===== config.mk =====
export PLATFORM = sky130hd
export DESIGN_NAME = cost_func_unit
export DESIGN_NICKNAME = d
export VERILOG_FILES = /design/src/rtl/cost_func_unit_pkg.sv /design/src/rtl/cost_func_unit_sigmoid_plan.sv /design/src/rtl/cost_func_unit.sv
export SDC_FILE = /design/constraint.sdc
export NUM_CORES = 1
export LEC_CHECK = 0
export CELL_PAD_IN_SITES_DETAIL_PLACEMENT = 1
export CELL_PAD_IN_SITES_GLOBAL_PLACEMENT = 2
export CORE_MARGIN = 2
export CORE_UTILIZATION = 41
export CTS_BUF_LIST = sky130_fd_sc_hd__clkbuf_8
export DETAILED_ROUTE_END_ITERATION = 10
export PLACE_DENSITY = 0.89
export SLEW_MARGIN = 30
export SYNTH_ARGS = -nofsm -noshare
export SYNTH_HDL_FRONTEND = slang
export SYNTH_HIERARCHICAL = 1
export SYNTH_SLANG_ARGS = --single-unit

===== constraint.sdc =====
create_clock -name clock -period 15.1 [get_ports clock]
set_input_delay 3.02 -clock clock [delete_from_list [all_inputs] [get_ports clock]]
set_output_delay 3.02 -clock clock [all_outputs]
set_load 0.03 [all_outputs]

===== src/rtl/cost_func_unit_pkg.sv =====
// Shared constants for the cost function unit: fixed-point
// format, PLAN sigmoid breakpoints/offsets and FSM encodings.
package cost_func_unit_pkg;

  localparam int QN = 6;
  localparam int QM = 11;
  localparam int BITWIDTH = QN + QM + 1;
  localparam int ONE_Q = 1 << QM;

  localparam int PLAN_BP_SAT = 10240;
  localparam int PLAN_BP_HI = 4864;
  localparam int PLAN_BP_LO = 2048;

  localparam int PLAN_OFF_HI = 1728;
  localparam int PLAN_OFF_MID = 1280;
  localparam int PLAN_OFF_LO = 1024;

  typedef enum logic [2:0] {
    ST_IDLE  = 3'd0,
    ST_SIG   = 3'd1,
    ST_SQR   = 3'd2,
    ST_GAP   = 3'd3,
    ST_PULSE = 3'd4
  } state_e;

endpackage


===== src/rtl/cost_func_unit_sigmoid_plan.sv =====
// sigmoid_plan: combinational PLAN sigmoid approximation.
// Ports: x (signed Q.QM in), s (unsigned Q0.QM out, 0..ONE_Q).
module sigmoid_plan
  import cost_func_unit_pkg::*;
#(
  parameter int XW = BITWIDTH,
  parameter int SW = QM + 1
) (
  input  logic [XW-1:0] x,
  output logic [SW-1:0] s
);

  logic          neg;
  logic [XW-1:0] a;
  logic [SW-1:0] y;
  logic          in_sat;
  logic          in_hi;
  logic          in_mid;

  assign neg = x[XW-1];
  // Negating the most negative code wraps to itself; read as an
  // unsigned magnitude it is already past the saturation point.
  assign a = neg ? (~x + XW'(1)) : x;

  assign in_sat = (a >= XW'(PLAN_BP_SAT));
  assign in_hi  = !in_sat && (a >= XW'(PLAN_BP_HI));
  assign in_mid = !in_sat && !in_hi && (a >= XW'(PLAN_BP_LO));

  always_comb begin
    y = SW'(PLAN_OFF_LO) + SW'(a >> 2);
    unique case (1'b1)
      in_sat:  y = SW'(ONE_Q);
      in_hi:   y = SW'(PLAN_OFF_HI) + SW'(a >> 5);
      in_mid:  y = SW'(PLAN_OFF_MID) + SW'(a >> 3);
      default: y = SW'(PLAN_OFF_LO) + SW'(a >> 2);
    endcase
  end

  assign s = neg ? (SW'(ONE_Q) - y) : y;

endmodule


===== src/rtl/cost_func_unit.sv =====
// cost_func_unit: sigmoid + squared-error cost with error counter.
// Ports: clock/reset, dataReadyP edge-triggered input capture,
// costFunc/newCostFunc result strobe, predBit, errCount, overrun.
module cost_func_unit #(
  parameter int QN = 6,
  parameter int QM = 11,
  parameter int BITWIDTH = QN + QM + 1
) (
  input  logic                clock,
  input  logic                reset,
  input  logic                dataReadyP,
  input  logic [BITWIDTH-1:0] networkOutput,
  input  logic                modelOutput,
  input  logic                clrErr,
  output logic [BITWIDTH-1:0] costFunc,
  output logic                newCostFunc,
  output logic                predBit,
  output logic [15:0]         errCount,
  output logic                overrun
);

  import cost_func_unit_pkg::*;

  localparam int SW = QM + 1;
  localparam int EW = QM + 2;
  localparam int PW = 2 * EW;

  state_e               state_q;
  logic                 prev_q;
  logic                 armed_q;
  logic                 edge_q;
  logic                 edge_d;
  logic [BITWIDTH-1:0]  x_q;
  logic                 tgt_q;
  logic [SW-1:0]        s_d;
  logic [SW-1:0]        s_q;
  logic                 pred_q;
  logic                 strobe_q;
  logic                 ovr_q;
  logic [BITWIDTH-1:0]  cost_q;
  logic [BITWIDTH-1:0]  cost_d;
  logic [15:0]          err_cnt_q;
  logic signed [EW-1:0] err_d;
  logic signed [PW-1:0] sq_d;
  logic                 mism_d;

  sigmoid_plan #(
    .XW(BITWIDTH),
    .SW(SW)
  ) u_plan (
    .x(x_q),
    .s(s_d)
  );

  // armed_q blocks a level that was already high when reset
  // released from looking like a fresh rising edge.
  assign edge_d = dataReadyP & ~prev_q & armed_q;
  assign mism_d = pred_q ^ tgt_q;

  always_comb begin
    err_d = $signed({1'b0, tgt_q ? SW'(ONE_Q) : SW'(0)})
          - $signed({1'b0, s_q});
    sq_d = err_d * err_d;
    cost_d = BITWIDTH'(sq_d >> QM);
  end

  always_ff @(posedge clock or negedge reset) begin
    if (!reset) begin
      state_q   <= ST_IDLE;
      prev_q    <= 1'b0;
      armed_q   <= 1'b0;
      edge_q    <= 1'b0;
      x_q       <= '0;
      tgt_q     <= 1'b0;
      s_q       <= '0;
      pred_q    <= 1'b0;
      strobe_q  <= 1'b0;
      ovr_q     <= 1'b0;
      cost_q    <= '0;
      err_cnt_q <= '0;
    end else begin
      prev_q   <= dataReadyP;
      armed_q  <= armed_q | ~dataReadyP;
      edge_q   <= edge_d;
      strobe_q <= 1'b0;

      if (edge_q && (state_q != ST_IDLE))
        ovr_q <= 1'b1;

      if (clrErr)
        err_cnt_q <= '0;
      else if ((state_q == ST_SQR) && mism_d)
        err_cnt_q <= err_cnt_q + 16'd1;

      unique case (state_q)
        ST_IDLE: begin
          if (edge_q) begin
            x_q     <= networkOutput;
            tgt_q   <= modelOutput;
            state_q <= ST_SIG;
          end
        end
        ST_SIG: begin
          s_q     <= s_d;
          pred_q  <= (s_d >= SW'(ONE_Q / 2));
          state_q <= ST_SQR;
        end
        ST_SQR: begin
          cost_q  <= cost_d;
          state_q <= ST_GAP;
        end
        ST_GAP: begin
          strobe_q <= 1'b1;
          state_q  <= ST_PULSE;
        end
        ST_PULSE: state_q <= ST_IDLE;
        default:  state_q <= ST_IDLE;
      endcase
    end
  end

  assign costFunc    = cost_q;
  assign newCostFunc = strobe_q;
  assign predBit     = pred_q;
  assign errCount    = err_cnt_q;
  assign overrun     = ovr_q;

endmodule


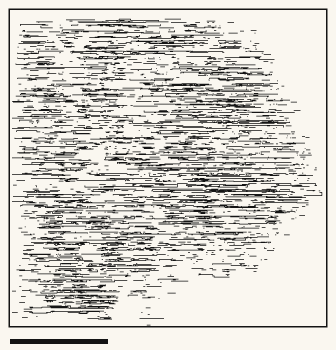
(run_1/met1.png)
Scale bar: 50 µm.
share of all routed wire: 45%
longest straight run: 33.6 µm
met1 usage: 29.4%
Total Wirelength: 26.0 mm
vias after detailed routing: 7655

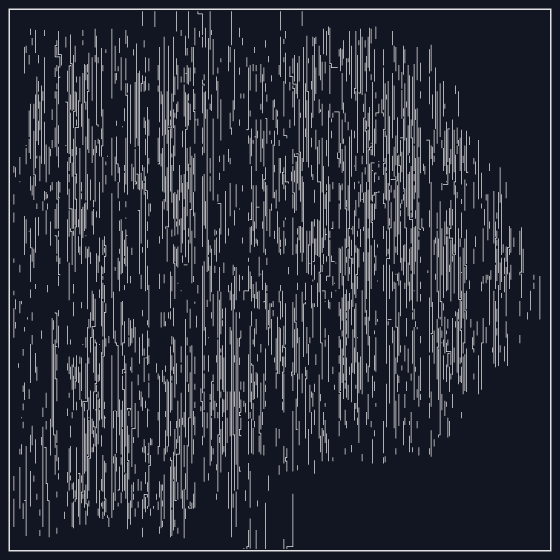
(run_1/met2.png)
longest straight run: 61.9 µm
nets with wire on the layer: 1211

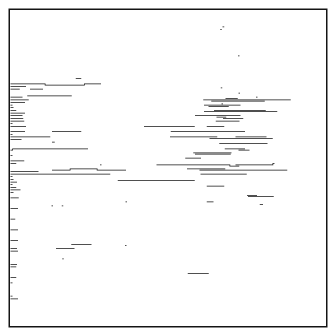
(run_1/met3.png)
longest straight run: 50.8 µm
share of all routed wire: 4.3%

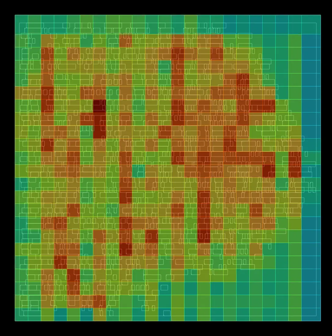
(run_1/final_congestion.png)
wire per inst: 17.8 µm
met3 Use GR: 2.37%
final core occ: 46.3%
grt met2 use: 36.6%
grt peak-use layer: met2

==> flow_summary.ini, run 1 <==
; yosys + openroad results
[synth]
common_cells = inv_1, fa_1, nand2_1, nor2_1, ha_1
synth_top_cell_by_area = fa_1
ys_area_um2 = 10200
synth_seq_share_pct = 17.4
edf_count = 0
async_reset_ff_share_pct = 100
yosys.cell_types.count = 95
synthMuxAreaShare_pct = 3.96
synth_top_area_share_pct = 28.0
syn_area_per_cell_um2 = 9.34
yosys_warnings = 6
netlist_instances = 1095
ys_cells = 1095
ys_ff = 71

[final_layout]
largest_register = x_q
antenna_cells = 0

[floorplan]
die_area_um2 = 26200
coreArea_um2 = 24400
io_pins = 60
dieHeight_um = 162

[critical_path]
worst-path-buf-inv = 5
required_ns = 15.36
slowest_stage = xor2_1
worst_setup_path_start_kind = flop
path_max_fanout = 11
path_class = reg -> reg

[hold_path]
worstHoldPathType = reg -> reg
holdPathEnd = edge_q$_DFF_PN0_

[clock_network]
cts-root-buf = clkbuf_8
cts_tree = built
cts_resized = 0
cts_made_buffers = 9

[placed_design]
dpl_worst_slack_ns = 6.93
io_buffers = 56
dpl.hpwl_mm = 22.1

[routing]
drc_errors = 0
drt_iter0_drc = 306

[outcome]
status = complete, no violations

[sta]
worstMarginPinSlew_ns = 0.954
whs_ns = 0.401

[global_route]
grt_pass1_wl_mm = 44.8
## run 1: worst max path at each step
stage | to | start | cells after the start | slack (ns)
global route | costFunc[12]$_DFFE_PN0P_ | s_q[3]$_DFFE_PN0P_ | 23 | 6.57
detailed placement | costFunc[12]$_DFFE_PN0P_ | s_q[3]$_DFFE_PN0P_ | 23 | 6.93
global placement | costFunc[12]$_DFFE_PN0P_ | s_q[3]$_DFFE_PN0P_ | 23 | 7.16
finish | costFunc[12]$_DFFE_PN0P_ | s_q[3]$_DFFE_PN0P_ | 23 | 6.93
floorplan | costFunc[13]$_DFFE_PN0P_ | s_q[3]$_DFFE_PN0P_ | 23 | 7.91
CTS | costFunc[12]$_DFFE_PN0P_ | s_q[3]$_DFFE_PN0P_ | 23 | 6.92
## run 1: cell usage in the layout, fill, tap and decap left out, drive strengths merged, types with 8 or more instances in the layout
cell             n
a21o            10
a21oi           28
and2             9
and3             8
buf             10
clkbuf          10
clkdlybuf4s50   55
dfrtp           71
fa             143
ha              75
inv            209
mux2            28
mux2i            9
nand2          101
nand2b           8
nand3           21
nand4           13
nor2            78
nor3            18
nor3b            8
nor4            14
o21ai           34
o31ai           12
xnor2           36
xor2            27
## run 1: routing by layer
metal | global-route usage, % | part of all wire, % | vias up
met5 | 0 | 0 | -
met4 | 4.71 | 1.4 | 0
met3 | 2.37 | 4.2 | 25
met2 | 36.6 | 49 | 146
met1 | 29.4 | 45 | 3877
li1 | - | - | 3607
## run 1: area by class of cell
class | instances | area, µm²
clock buffers | 10 | 138
clock inverters | 6 | 60.1
fillers | 2843 | 13100
inverters | 210 | 788
multi-input cells | 775 | 7500
flip-flops and latches | 71 | 1780
well taps | 324 | 405
repair buffers | 65 | 629
==> run 1 -> run 2 <==
Settings changed: CORE_UTILIZATION 41 to 36, PLACE_DENSITY 0.89 to 0.83.
Clock period 15.1 ns to 6.67 ns, I/O delays scaled along.
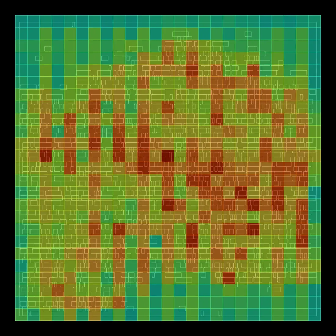
(run_2/final_congestion.png)
Total GRT Usage: 20.0%
met3 Use GR: 2.48%
grt met2 use: 36.4%

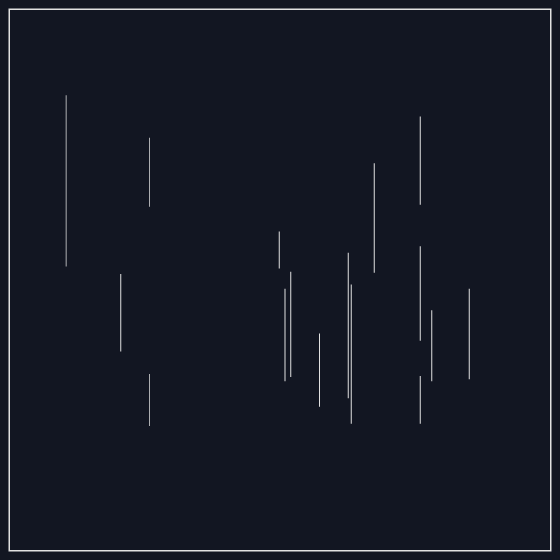
(run_2/met4.png)
nets with wire on the layer: 14
share of all routed wire: 1.6%
longest straight run: 54.4 µm
wire length on this layer: 463 µm
main direction: vertical
vias after detailed routing: 8223
Total Wirelength: 29.0 mm

==> flow_summary.ini, run 2 <==
; yosys + openroad results
[final_layout]
antenna_cells = 0
comb_area_um2 = 8040
drive_above_1_share_pct = 24.8
fin_util_pct = 46.8
fill_cells = 3203
regArea_um2 = 1780
largest_register = x_q
lay_top_cells = inv_1, buf_4, fa_1, nand2_1, dfrtp_1
layout_top_cell = inv_1

[synth]
synth_top_cell_by_area = fa_1
async_reset_ff_share_pct = 100
synth_seq_share_pct = 17.4
edf_count = 0
ys_area_um2 = 10200
synth_top_area_share_pct = 28.0
yosys.cell_types.count = 95
ys_ff = 71
netlist_instances = 1095
syn_area_per_cell_um2 = 9.34
yosys_warnings = 6

[critical_path]
worst_setup_path_start_kind = flop
required_ns = 6.96
path_max_fanout = 4
path_cells = or3_4, or4_4, or4b_4, xor2_4, buf_6, nand2_2, fa_1, inv_1, fa_1, inv_1, fa_1, inv_1, fa_1, fa_1, ha_1, ha_4, nand2_2, nor2_4, nand4_1, or4b_4, and4_1, o31ai_1
path_class = reg -> reg
worst-path-buf-inv = 4
slowest_stage = or4b_4
cpMostUsedCell = fa_1

[placed_design]
dpl.hpwl_mm = 23.9
dpl_worst_slack_ns = -0.664
io_buffers = 56

[sta]
worstMarginPinSlew_ns = 0.817
setup_viol = 12
whs_ns = 0.398
setup_slack_ns = -0.373
slew_violations = 0

[clock_network]
cts_made_buffers = 9
cts-root-buf = clkbuf_8
cts_tree = built

[outcome]
failed_checks = negative setup slack
status = finished, violations left

[floorplan]
coreArea_um2 = 27900
die_area_um2 = 29800
io_pins = 60
dieHeight_um = 173

[hold_path]
worstHoldPathType = reg -> reg

[routing]
drc_errors = 0
drt_iter0_drc = 284
firstDrtPassIters = 5
avgRoutedWirePerCell_um = 17.5

[global_route]
grt_pass1_wl_mm = 48.1
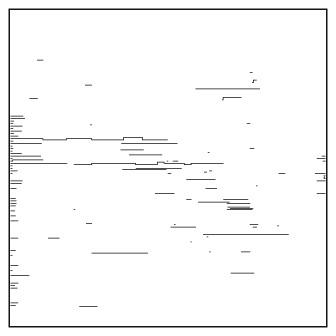
(run_2/met3.png)
nets with wire on the layer: 84
wire length on this layer: 843 µm

## run 2: cell counts after synthesis
No cell type changed its count.
## run 2: worst paths after layout
| kind | startpoint | endpoint | slack [ns] | depth (start not counted) |
|---|---|---|---|---|
| setup / recovery | s_q[4]$_DFFE_PN0P_ | costFunc[13]$_DFFE_PN0P_ | -0.37 | 22 |
| max in group asynchronous | reset | s_q[0]$_DFFE_PN0P_ | 5.24 | 1 |
| min in group asynchronous | reset | x_q[6]$_DFFE_PN0P_ | 0.96 | 1 |
| setup reg to reg | s_q[4]$_DFFE_PN0P_ | costFunc[13]$_DFFE_PN0P_ | -0.37 | 22 |
| hold reg to reg | prev_q$_DFF_PN0_ | edge_q$_DFF_PN0_ | 0.40 | 1 |
| hold / removal | prev_q$_DFF_PN0_ | edge_q$_DFF_PN0_ | 0.40 | 1 |
## run 2: area by class of cell
type / count / area share, %
Inverter: 210 / 6.07
Multi-Input combinational cell: 775 / 61.7
Timing Repair Buffer: 208 / 13.4
Clock inverter: 7 / 0.662
Clock buffer: 9 / 0.950
Tap cell: 378 / 3.63
Sequential cell: 71 / 13.6
## run 2: repair_timing
item,in CTS,in global routing
hold buffers,0,0
resized,48,41
buffers inserted,7,5
pin swaps,26,15
endpoints found under the setup margin,13,15
## run 2: per-layer routing
layer / vias to the layer above / routed length (µm) / track usage [%]
met2: 129 / 14900 / 36.4
met3: 33 / 843 / 2.48
li1: 3880 / - / -
met1: 4181 / 12800 / 25.8
met4: 0 / 463 / 3.13
met5: - / 0 / 0
## run 2: kinds of logic after synthesis
family,after synthesis,share of synthesized area (%)
AND/OR/NAND/NOR,315,15.8
flip-flops,71,17.4
XOR/XNOR,65,6.09
multiplexers,37,3.96
adder cells (fa/ha/maj),218,37.2
other,1,0.0367
buffers and inverters,252,9.68
AND-OR/OR-AND,136,9.92
